===== src/rtl/conv_sched.sv =====
// rtl/conv_sched.sv - serializer sequencing controller: splits 32-bit words into 32/16/8-bit chunks
// Each chunk gets a one-cycle LD strobe followed by one cycle per serialized bit.
module conv_sched #(
  parameter int CNT_W = 16
) (
  input  logic             CLK,
  input  logic             RESET_L,
  input  logic             ENB,
  input  logic [1:0]       PCLK,
  input  logic             IN_VALID,
  input  logic [31:0]      IN,
  output logic             IN_READY,
  output logic             LD,
  output logic [31:0]      CHUNK,
  output logic             BUSY,
  output logic             WORD_DONE,
  output logic             MODE_ERR,
  output logic [CNT_W-1:0] WORD_CNT
);

  localparam logic [0:0] ST_IDLE = 1'b0;
  localparam logic [0:0] ST_SEND = 1'b1;

  // Width code: 0 = 32-bit, 1 = 16-bit, 2 = 8-bit (reserved code 3 folded into 2).
  logic [0:0]       st_q, st_d;
  logic [31:0]      word_q, word_d;
  logic [1:0]       mode_q, mode_d;
  logic [1:0]       cidx_q, cidx_d;
  logic [4:0]       bcnt_q, bcnt_d;
  logic [31:0]      chunk_q, chunk_d;
  logic             ld_q, ld_d;
  logic             done_q, done_d;
  logic             merr_q, merr_d;
  logic [CNT_W-1:0] cnt_q, cnt_d;

  logic [4:0] wm1;
  logic [1:0] nm1;
  logic       last_bit;
  logic       last_chunk;
  logic       finishing;
  logic       accept;
  logic [1:0] in_mode;

  function automatic logic [31:0] chunk_sel(input logic [31:0] w, input logic [1:0] m,
                                            input logic [1:0] c);
    logic [31:0] r;
    case (m)
      2'd0:    r = w;
      2'd1:    r = c[0] ? {16'h0, w[15:0]} : {16'h0, w[31:16]};
      default: begin
        case (c)
          2'd0:    r = {24'h0, w[31:24]};
          2'd1:    r = {24'h0, w[23:16]};
          2'd2:    r = {24'h0, w[15:8]};
          default: r = {24'h0, w[7:0]};
        endcase
      end
    endcase
    return r;
  endfunction

  always_comb begin
    case (mode_q)
      2'd0:    begin wm1 = 5'd31; nm1 = 2'd0; end
      2'd1:    begin wm1 = 5'd15; nm1 = 2'd1; end
      default: begin wm1 = 5'd7;  nm1 = 2'd3; end
    endcase
  end

  assign last_bit   = (bcnt_q == wm1);
  assign last_chunk = (cidx_q == nm1);
  assign finishing  = (st_q == ST_SEND) && last_bit && last_chunk;
  assign IN_READY   = RESET_L && ENB && ((st_q == ST_IDLE) || finishing);
  assign accept     = IN_VALID && IN_READY;
  assign in_mode    = (PCLK == 2'b11) ? 2'd2 : PCLK;

  always_comb begin
    st_d    = st_q;
    word_d  = word_q;
    mode_d  = mode_q;
    cidx_d  = cidx_q;
    bcnt_d  = bcnt_q;
    chunk_d = chunk_q;
    cnt_d   = cnt_q;
    ld_d    = 1'b0;
    done_d  = 1'b0;
    merr_d  = 1'b0;
    if (ENB) begin
      if (st_q == ST_SEND) begin
        if (last_bit) begin
          if (last_chunk) begin
            done_d = 1'b1;
            cnt_d  = cnt_q + CNT_W'(1);
            st_d   = ST_IDLE;
          end else begin
            cidx_d  = cidx_q + 2'd1;
            bcnt_d  = 5'd0;
            ld_d    = 1'b1;
            chunk_d = chunk_sel(word_q, mode_q, cidx_q + 2'd1);
          end
        end else begin
          bcnt_d = bcnt_q + 5'd1;
        end
      end
      // An accept on the finishing edge overrides the return to idle.
      if (accept) begin
        word_d  = IN;
        mode_d  = in_mode;
        merr_d  = (PCLK == 2'b11);
        cidx_d  = 2'd0;
        bcnt_d  = 5'd0;
        st_d    = ST_SEND;
        ld_d    = 1'b1;
        chunk_d = chunk_sel(IN, in_mode, 2'd0);
      end
    end
  end

  always_ff @(posedge CLK or negedge RESET_L) begin
    if (!RESET_L) begin
      st_q    <= ST_IDLE;
      word_q  <= 32'h0;
      mode_q  <= 2'd0;
      cidx_q  <= 2'd0;
      bcnt_q  <= 5'd0;
      chunk_q <= 32'h0;
      ld_q    <= 1'b0;
      done_q  <= 1'b0;
      merr_q  <= 1'b0;
      cnt_q   <= '0;
    end else begin
      st_q    <= st_d;
      word_q  <= word_d;
      mode_q  <= mode_d;
      cidx_q  <= cidx_d;
      bcnt_q  <= bcnt_d;
      chunk_q <= chunk_d;
      ld_q    <= ld_d;
      done_q  <= done_d;
      merr_q  <= merr_d;
      cnt_q   <= cnt_d;
    end
  end

  assign LD        = ld_q;
  assign CHUNK     = chunk_q;
  assign BUSY      = (st_q == ST_SEND);
  assign WORD_DONE = done_q;
  assign MODE_ERR  = merr_q;
  assign WORD_CNT  = cnt_q;

endmodule


===== config.mk =====
export PLATFORM = sky130hd
export DESIGN_NAME = conv_sched
export DESIGN_NICKNAME = d
export VERILOG_FILES = /design/src/rtl/conv_sched.sv
export SDC_FILE = /design/constraint.sdc
export NUM_CORES = 1
export LEC_CHECK = 0
export ABC_CLOCK_PERIOD_IN_PS = 4850
export CORE_UTILIZATION = 55
export CTS_CLUSTER_DIAMETER = 80
export DETAILED_ROUTE_END_ITERATION = 16
export GPL_ROUTABILITY_DRIVEN = 0
export HOLD_SLACK_MARGIN = 0.12
export PLACE_DENSITY = 0.85
export SLEW_MARGIN = 20
export SYNTH_ARGS = -nofsm -noshare
export SYNTH_HDL_FRONTEND = slang
export SYNTH_SLANG_ARGS = --single-unit

===== constraint.sdc =====
create_clock -name CLK -period 4.85 [get_ports CLK]
set_input_delay 1.455 -clock CLK [delete_from_list [all_inputs] [get_ports CLK]]
set_output_delay 1.455 -clock CLK [all_outputs]
set_load 0.005 [all_outputs]

==> run_1/final_congestion.png <==
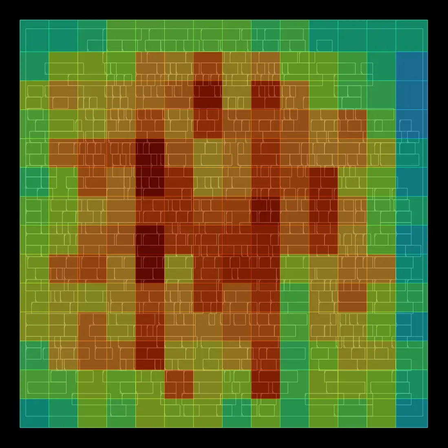
global-route met1 utilization: 39.1%
gr usage total: 29.7%
Core Util, Final: 70.2%

==> run_1/gate_families.png <==
Scale bar: 20 µm.
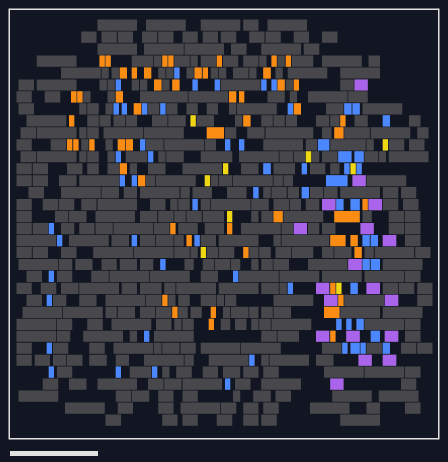
| family | colour | cells |
|---|---|---|
| XOR/XNOR gates | purple | 18 |
| NOR gates | orange | 54 |
| inverters | yellow | 9 |
| NAND gates | blue | 63 |
Comb area share: 39.6%
Final Non-Filler Cells: 669

==> flow_metrics.py, run 1 <==
# Metrics from the implementation run
metrics = {
    "final_timing": {
        "whs_ns": 0.472,
        "hold_viol": 0,
        "fin_crit_sh_pct": 89.3,
        "worst_pin_slew_ns": 0.915,
        "tns_ns": 0,
        "period_needed_ns": 4.33,
        "worst_slack_ns": 0.517,
        "drv_slew": 0,
        "finalSetupViolCount": 0,
        "finClkSkew_ns": 0.0142,
        "relSlewSlack_pct": 39.0,
        "rsz0062_at_grt": "false",
        "clock.fmax_mhz": 231,
    },
    "routing": {
        "dr.pass1.iters": 7,
        "drcViolationCount": 0,
        "ant_nets": 0,
        "vias": 4317,
        "vias_per_cell": 6.45,
        "finalWirelength_um": 13400,
        "avgRoutedWirePerCell_um": 20.0,
        "drt-initial-drc-count": 497,
    },
    "clock_tree": {
        "cts_resized": 0,
        "cts-root-buf": "clkbuf_8",
        "clk_latency_ns": 0.39,
        "cts_tree": "done",
        "cts_buffers": 9,
        "cts_num_sinks": 93,
        "post_cts_buffers": 0,
        "cts_max_level": 3,
        "cts_hold_buffers": 0,
        "clkSlewWorstSetupHoldPaths_ns": 0.10,
        "clockBufferDepth": 2,
    },
    "critical_path": {
        "arrival_ns": 2.88,
        "cp_max_fo": 8,
        "reg2reg_to": "CHUNK[23]",
        "r2r_slack_ns": 1.70,
        "r2r-start": "mode_q[1]",
        "critPathKind": "input pin to output port",
        "worst_r2r_path_depth": 6,
        "cp-end-kind": "output port",
        "cp_data_required_time_ns": 3.39,
        "setup.worst_path.start_class": "input pin",
    },
    "logic_synthesis": {
        "synth_stat.cells": 487,
        "most_common_cell": "dfrtp_1",
        "yosysTopAreaCellShare_pct": 46.6,
        "top_area_cell": "dfrtp_1",
        "synthTopCellsByCount": "dfrtp_1, nand2_1, a21oi_1",
        "yosysWarnings": 0,
        "synth-edff-count": 0,
        "synth_seq_share_pct": 46.6,
        "top_cells_by_area": "dfrtp_1, mux2_2, mux2i_1",
        "syn_inst": 487,
        "postSynth.asyncResetShare_pct": 100,
        "netlist-cell-type-count": 57,
        "synth_top_flop_cell": "dfrtp_1",
        "synth_nets": 531,
        "syn_area_mm2": 0.00499,
        "synth.avg_cell_area_um2": 10.3,
        "ys.flops": 93,
        "ys_area_mm2": 0.00499,
    },
    "min_path": {
        "holdPathStages": 1,
        "min_from": "WORD_CNT[15]",
        "hold_path_class": "register to register",
        "hold_path_end": "WORD_CNT[15]",
    },
    "flow_run": {
        "warning_count": 29,
        "drv_cap": 0,
    },
    "placement": {
        "dp_slack_ns": 0.555,
        "placed_cells": 653,
        "postPlaceCellArea_mm2": 0.00590,
        "hpwl_um": 9180,
        "port_buffers": 90,
    },
    "power_and_ir_drop": {
        "irDropWorstVdd_v": 0.000233,
        "power_mw": 2.77,
        "powerDensity_mw_per_mm2": 450,
        "power_leakage_nw": 2.65,
    },
    "finish": {
        "nFillCells": 629,
        "fin_nets": 600,
        "final_area_mm2": 0.00615,
        "final_layout_top_logic_cell": "dfrtp_1",
        "synthToLayoutAreaGrowth_pct": 23.2,
        "num_antenna_cells": 0,
        "drive_gt1_share_pct": 12.5,
        "final_cell_mix": "dfrtp_1, clkdlybuf4s50_1, nand2_1, a21oi_1",
    },
    "die": {
        "fp.dieH_um": 97.3,
        "num_rows": 34,
        "pin_count": 91,
        "coreArea_mm2": 0.00876,
        "core_util_floorplan_pct": 57.0,
        "dieArea_mm2": 0.00946,
        "die.size.x_um": 97.3,
    },
    "grt": {
        "overflow": 0,
        "grt_pass1_wl_um": 22000,
        "grt_pass1_vias": 4322,
        "grt_max_degree": 74,
        "antenna_found_initial": 0,
    },
    "status": {
        "status": "finished, final reports clean",
    },
}
==> run_1/clock_map.png <==
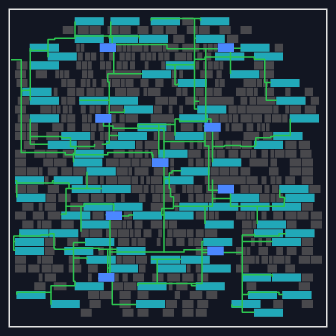
[cells driving clock nets] blue | count: 9
[clock wires] green | length: 1110 µm
[flip-flops] cyan | count: 93
routed clock nets: 10
flops lie: all over the die

==> run_1/met3.png <==
Cells faint in the background.
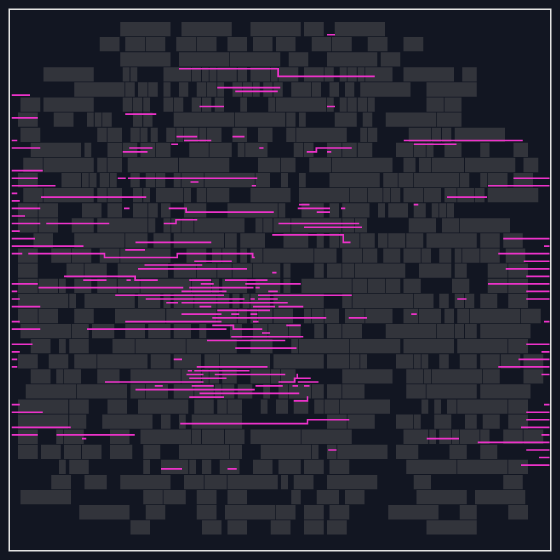
wire length on this layer: 1090 µm
main direction: horizontal
nets with wire on the layer: 119

[run 1: metal layers]
metal	routed length, µm	global-route usage [%]
met1	5250	39.1
met2	6510	47.8
met3	1090	6.33
met4	510	12.6
met5	0	0
[run 1: final cells by class]
type                            count  area, µm²  area share (%)
Multi-Input combinational cell    344       2430            39.6
Sequential cell                    93       2330            37.8
Timing Repair Buffer               99        978            15.9
Tap cell                          108        135            2.20
Clock buffer                        9        124            2.01
Clock inverter                      7        120            1.95
Inverter                            9       33.8           0.549
[run 1: critical path, stage by stage]
cell,delay [ns]
clkdlybuf4s50_1,0.63
nand2_1,0.15
nor2_1,0.12
clkdlybuf4s50_1,0.52
[run 1: registers in the layout, summed over array words and instances (netlist names)]
register	cells
CHUNK	32
cidx_q	2
WORD_CNT	16
bcnt_q	5
mode_q	2
MODE_ERR	1
word_q	32
BUSY	1
WORD_DONE	1
LD	1
[run 1: cells by family after synthesis]
family / Yosys count / share of synthesized area [%]
simple gates: 135 / 13.3
compound gates: 126 / 18.0
flops: 93 / 46.6
mux: 59 / 12.7
buf+inv: 50 / 4.74
xor+xnor: 18 / 3.16
fa+ha+maj: 6 / 1.50
[run 1: worst max path at each step]
stage	startpoint	endpoint	slack, ns	cells after the start
6_report	ENB	IN_READY	0.52	4
5_1_grt	mode_q[1]	IN_READY	0.39	6
4_1_cts	ENB	IN_READY	0.54	4
3_5_place_dp	ENB	IN_READY	0.55	4
3_3_place_gp	ENB	IN_READY	0.54	4
2_1_floorplan	ENB	IN_READY	1.24	4
[run 1: power by group]
| group | internal [mW] | total (mW) | switching (mW) |
|---|---|---|---|
| Sequential | 1.00 | 1.25 | 0.248 |
| Clock | 0.345 | 0.636 | 0.291 |
| Combinational | 0.512 | 0.883 | 0.370 |
==> run 1 -> run 2 <==
--- a/config.mk
+++ b/config.mk
@@ -12,7 +12,6 @@
 export GPL_ROUTABILITY_DRIVEN = 0
 export HOLD_SLACK_MARGIN = 0.12
 export PLACE_DENSITY = 0.85
-export SLEW_MARGIN = 20
 export SYNTH_ARGS = -nofsm -noshare
 export SYNTH_HDL_FRONTEND = slang
 export SYNTH_SLANG_ARGS = --single-unit
==> flow_metrics.py, run 2 <==
# Metrics from the implementation run
metrics = {
    "status": {
        "status": "finished, final reports clean",
    },
    "placement": {
        "hpwl_um": 9180,
        "placed_cells": 653,
        "port_buffers": 90,
    },
    "die": {
        "num_rows": 34,
        "fp.dieH_um": 97.3,
        "die.size.x_um": 97.3,
        "pin_count": 91,
        "dieArea_mm2": 0.00946,
        "core_util_floorplan_pct": 57.0,
        "coreArea_mm2": 0.00876,
    },
    "logic_synthesis": {
        "synth-edff-count": 0,
        "ys.flops": 93,
        "most_common_cell": "dfrtp_1",
        "yosysTopAreaCellShare_pct": 46.6,
        "synth-compound-area-share_pct": 18.0,
        "synth_nets": 531,
        "synth_stat.cells": 487,
        "yosysWarnings": 0,
        "mux_area_share_pct": 12.7,
        "synth_seq_share_pct": 46.6,
        "syn_inst": 487,
        "top_cells_by_area": "dfrtp_1, mux2_2, mux2i_1",
        "adder_share_pct": 1.50,
        "synth.avg_cell_area_um2": 10.3,
        "xor_area_share_pct": 3.16,
        "synth_top_flop_cell": "dfrtp_1",
        "synth_simple_gate_area_share_pct": 13.3,
        "syn_area_mm2": 0.00499,
        "netlist-cell-type-count": 57,
        "topCombFamilyByArea": "AND-OR/OR-AND gates",
        "postSynth.asyncResetShare_pct": 100,
        "top_area_cell": "dfrtp_1",
        "ys_area_mm2": 0.00499,
        "synthTopCellsByCount": "dfrtp_1, nand2_1, a21oi_1",
    },
    "grt": {
        "grt_pass1_vias": 4322,
        "grt_pass1_wl_um": 22000,
        "overflow": 0,
        "track_usage_pct": 29.7,
        "antenna_found_initial": 0,
        "grt_max_degree": 74,
    },
    "final_timing": {
        "fin_crit_sh_pct": 89.0,
        "finalSetupViolCount": 0,
        "hold_viol": 0,
        "relSlewSlack_pct": 20.3,
        "clock.fmax_mhz": 232,
        "tns_ns": 0,
        "drv_slew": 0,
        "period_needed_ns": 4.32,
        "worst_pin_slew_ns": 1.19,
        "finClkSkew_ns": 0.0121,
        "rsz0062_at_grt": "false",
    },
    "power_and_ir_drop": {
        "combPwrFrac_pct": 31.8,
        "irDropWorstVdd_v": 0.000234,
        "power_frac_seq_pct": 45.2,
        "p_int_mw": 1.86,
        "switching_share_pct": 32.8,
        "power_leakage_nw": 2.65,
        "power_mw": 2.77,
        "power.switching_uw": 909,
        "pwr-share-clk_pct": 23.0,
        "powerDensity_mw_per_mm2": 450,
    },
    "finish": {
        "nFillCells": 629,
        "num_antenna_cells": 0,
        "finalCoreUtilization_pct": 70.2,
        "fin_cells": 669,
        "drive_gt1_share_pct": 12.3,
        "final_cell_mix": "dfrtp_1, clkdlybuf4s50_1, nand2_1, a21oi_1",
        "fin_nets": 600,
        "final_layout_top_logic_cell": "dfrtp_1",
    },
    "min_path": {
        "min_from": "WORD_CNT[15]",
        "hold_path_class": "register to register",
    },
    "routing": {
        "vias": 4305,
        "vias_per_cell": 6.43,
        "finalWirelength_um": 13300,
        "drt-initial-drc-count": 462,
        "ant_nets": 0,
        "m1WireLength_um": 5290,
        "avgRoutedWirePerCell_um": 19.9,
        "wl_met2_um": 6460,
        "drcViolationCount": 0,
        "wl_met3_um": 1050,
        "dr.pass1.iters": 5,
        "highest_layer": "met4",
    },
    "clock_tree": {
        "cts-root-buf": "clkbuf_8",
        "clockBufferDepth": 2,
        "clk_latency_ns": 0.38,
        "cts_max_level": 3,
        "post_cts_buffers": 0,
        "clkSlewWorstSetupHoldPaths_ns": 0.10,
        "cts_buffers": 9,
        "cts_tree": "done",
        "cts_resized": 0,
        "cts_hold_buffers": 0,
        "cts_num_sinks": 93,
    },
    "critical_path": {
        "arrival_ns": 2.86,
        "path_buffers": 2,
        "cpMostUsedCell": "clkdlybuf4s50_1",
        "cp_data_required_time_ns": 3.39,
        "cp-end-kind": "output port",
        "r2r-start": "mode_q[1]",
        "setup.worst_path.start_class": "input pin",
        "slowest_delay_ns": 0.62,
        "critPathKind": "input pin to output port",
        "cp_max_fo": 8,
        "cpLargestDelayFamily": "buffers and inverters",
        "worstPathCellList": "clkdlybuf4s50_1 -> nand2_1 -> nor2_1 -> clkdlybuf4s50_1",
        "critPathLaunch": "ENB",
        "critical_path.slowest_cell": "clkdlybuf4s50_1",
    },
    "flow_run": {
        "warning_count": 29,
        "drv_cap": 0,
    },
}
==> run 2: final cells by class <==
cell class,count,area [µm²],share of cell area (%)
Multi-Input combinational cell,344,2430,39.5
Timing Repair Buffer,99,978,15.9
Clock inverter,7,120,1.95
Clock buffer,9,124,2.01
Inverter,9,33.8,0.549
Sequential cell,93,2330,37.9
Tap cell,108,135,2.20
==> run 2: cell families (layout without fill, tap and decap cells) <==
kind of cell    after synthesis  in the layout
compound gates              126            126
buf+inv                      50            124
simple gates                135            135
flops                        93             93
mux                          59             59
fa+ha+maj                     6              6
xor+xnor                     18             18
==> run 2: power by group through the flow <==
stage	logic, mW	registers, mW	clock network, mW
global placement	0.847	1.24	0
detailed placement	0.875	1.26	0
floorplan	0.505	1.17	0
CTS	0.882	1.24	0.642
finish	0.879	1.25	0.638
global route	0.961	1.28	0.682
==> run 2: worst paths after layout <==
check,endpoint,cells past startpoint,slack (ns)
setup / recovery,IN_READY,4,0.53
hold / removal,WORD_CNT[15],1,0.47
setup reg to reg,CHUNK[23],6,1.70
hold reg to reg,WORD_CNT[15],1,0.47
max in group asynchronous,word_q[22],2,2.68
min in group asynchronous,BUSY,1,0.95
==> run 2: stage by stage <==
step	hold slack [ns]	setup slack (ns)	area, µm²
CTS	0.480	0.535	6150
global route	0.485	0.401	6150
global placement	0.462	0.542	5900
floorplan	0.468	1.24	4990
finish	0.472	0.532	6150
detailed placement	0.464	0.555	5900
==> run 2: metal layers <==
metal,GRT usage (%),vias to the layer above
met5,0,-
met3,6.33,51
li1,-,1929
met4,12.6,0
met1,39.1,2087
met2,47.8,238
==> run_2/drive_strength.png <==
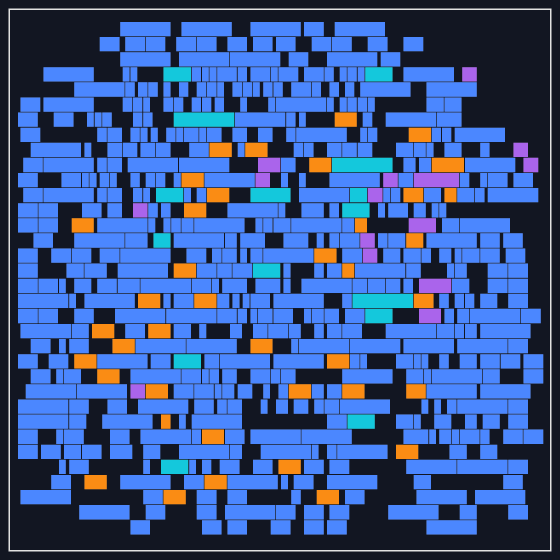
| size | colour | cells | share |
|---|---|---|---|
| drive 1 or less | blue | 492 | 88% |
| drive 2 | orange | 39 | 7.0% |
| drive 6 and up | cyan | 15 | 2.7% |
| drive 3 to 4 | purple | 15 | 2.7% |
Non-clock buffers: 99
P&R area growth vs syn: 23.1%
setup ws final: 0.532 ns
fin area: 0.00615 mm²

==> run_2/met3.png <==
Cells faint in the background.
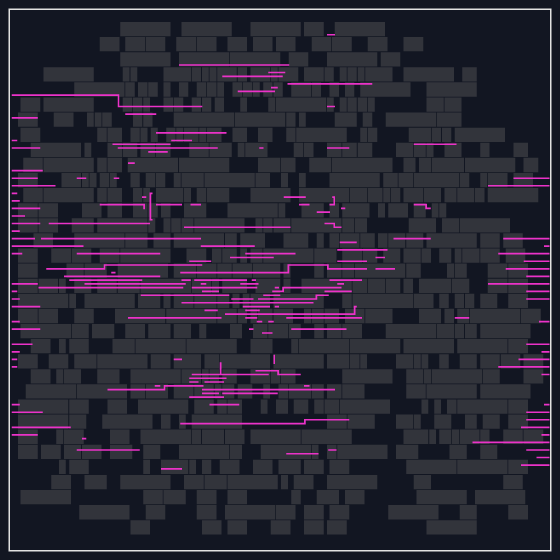
wire length on this layer: 1050 µm
main direction: horizontal
share of all routed wire: 7.9%
nets with wire on the layer: 118
longest straight run: 28.5 µm

Power figures rest on the tool's default switching activity, not on a simulated workload.
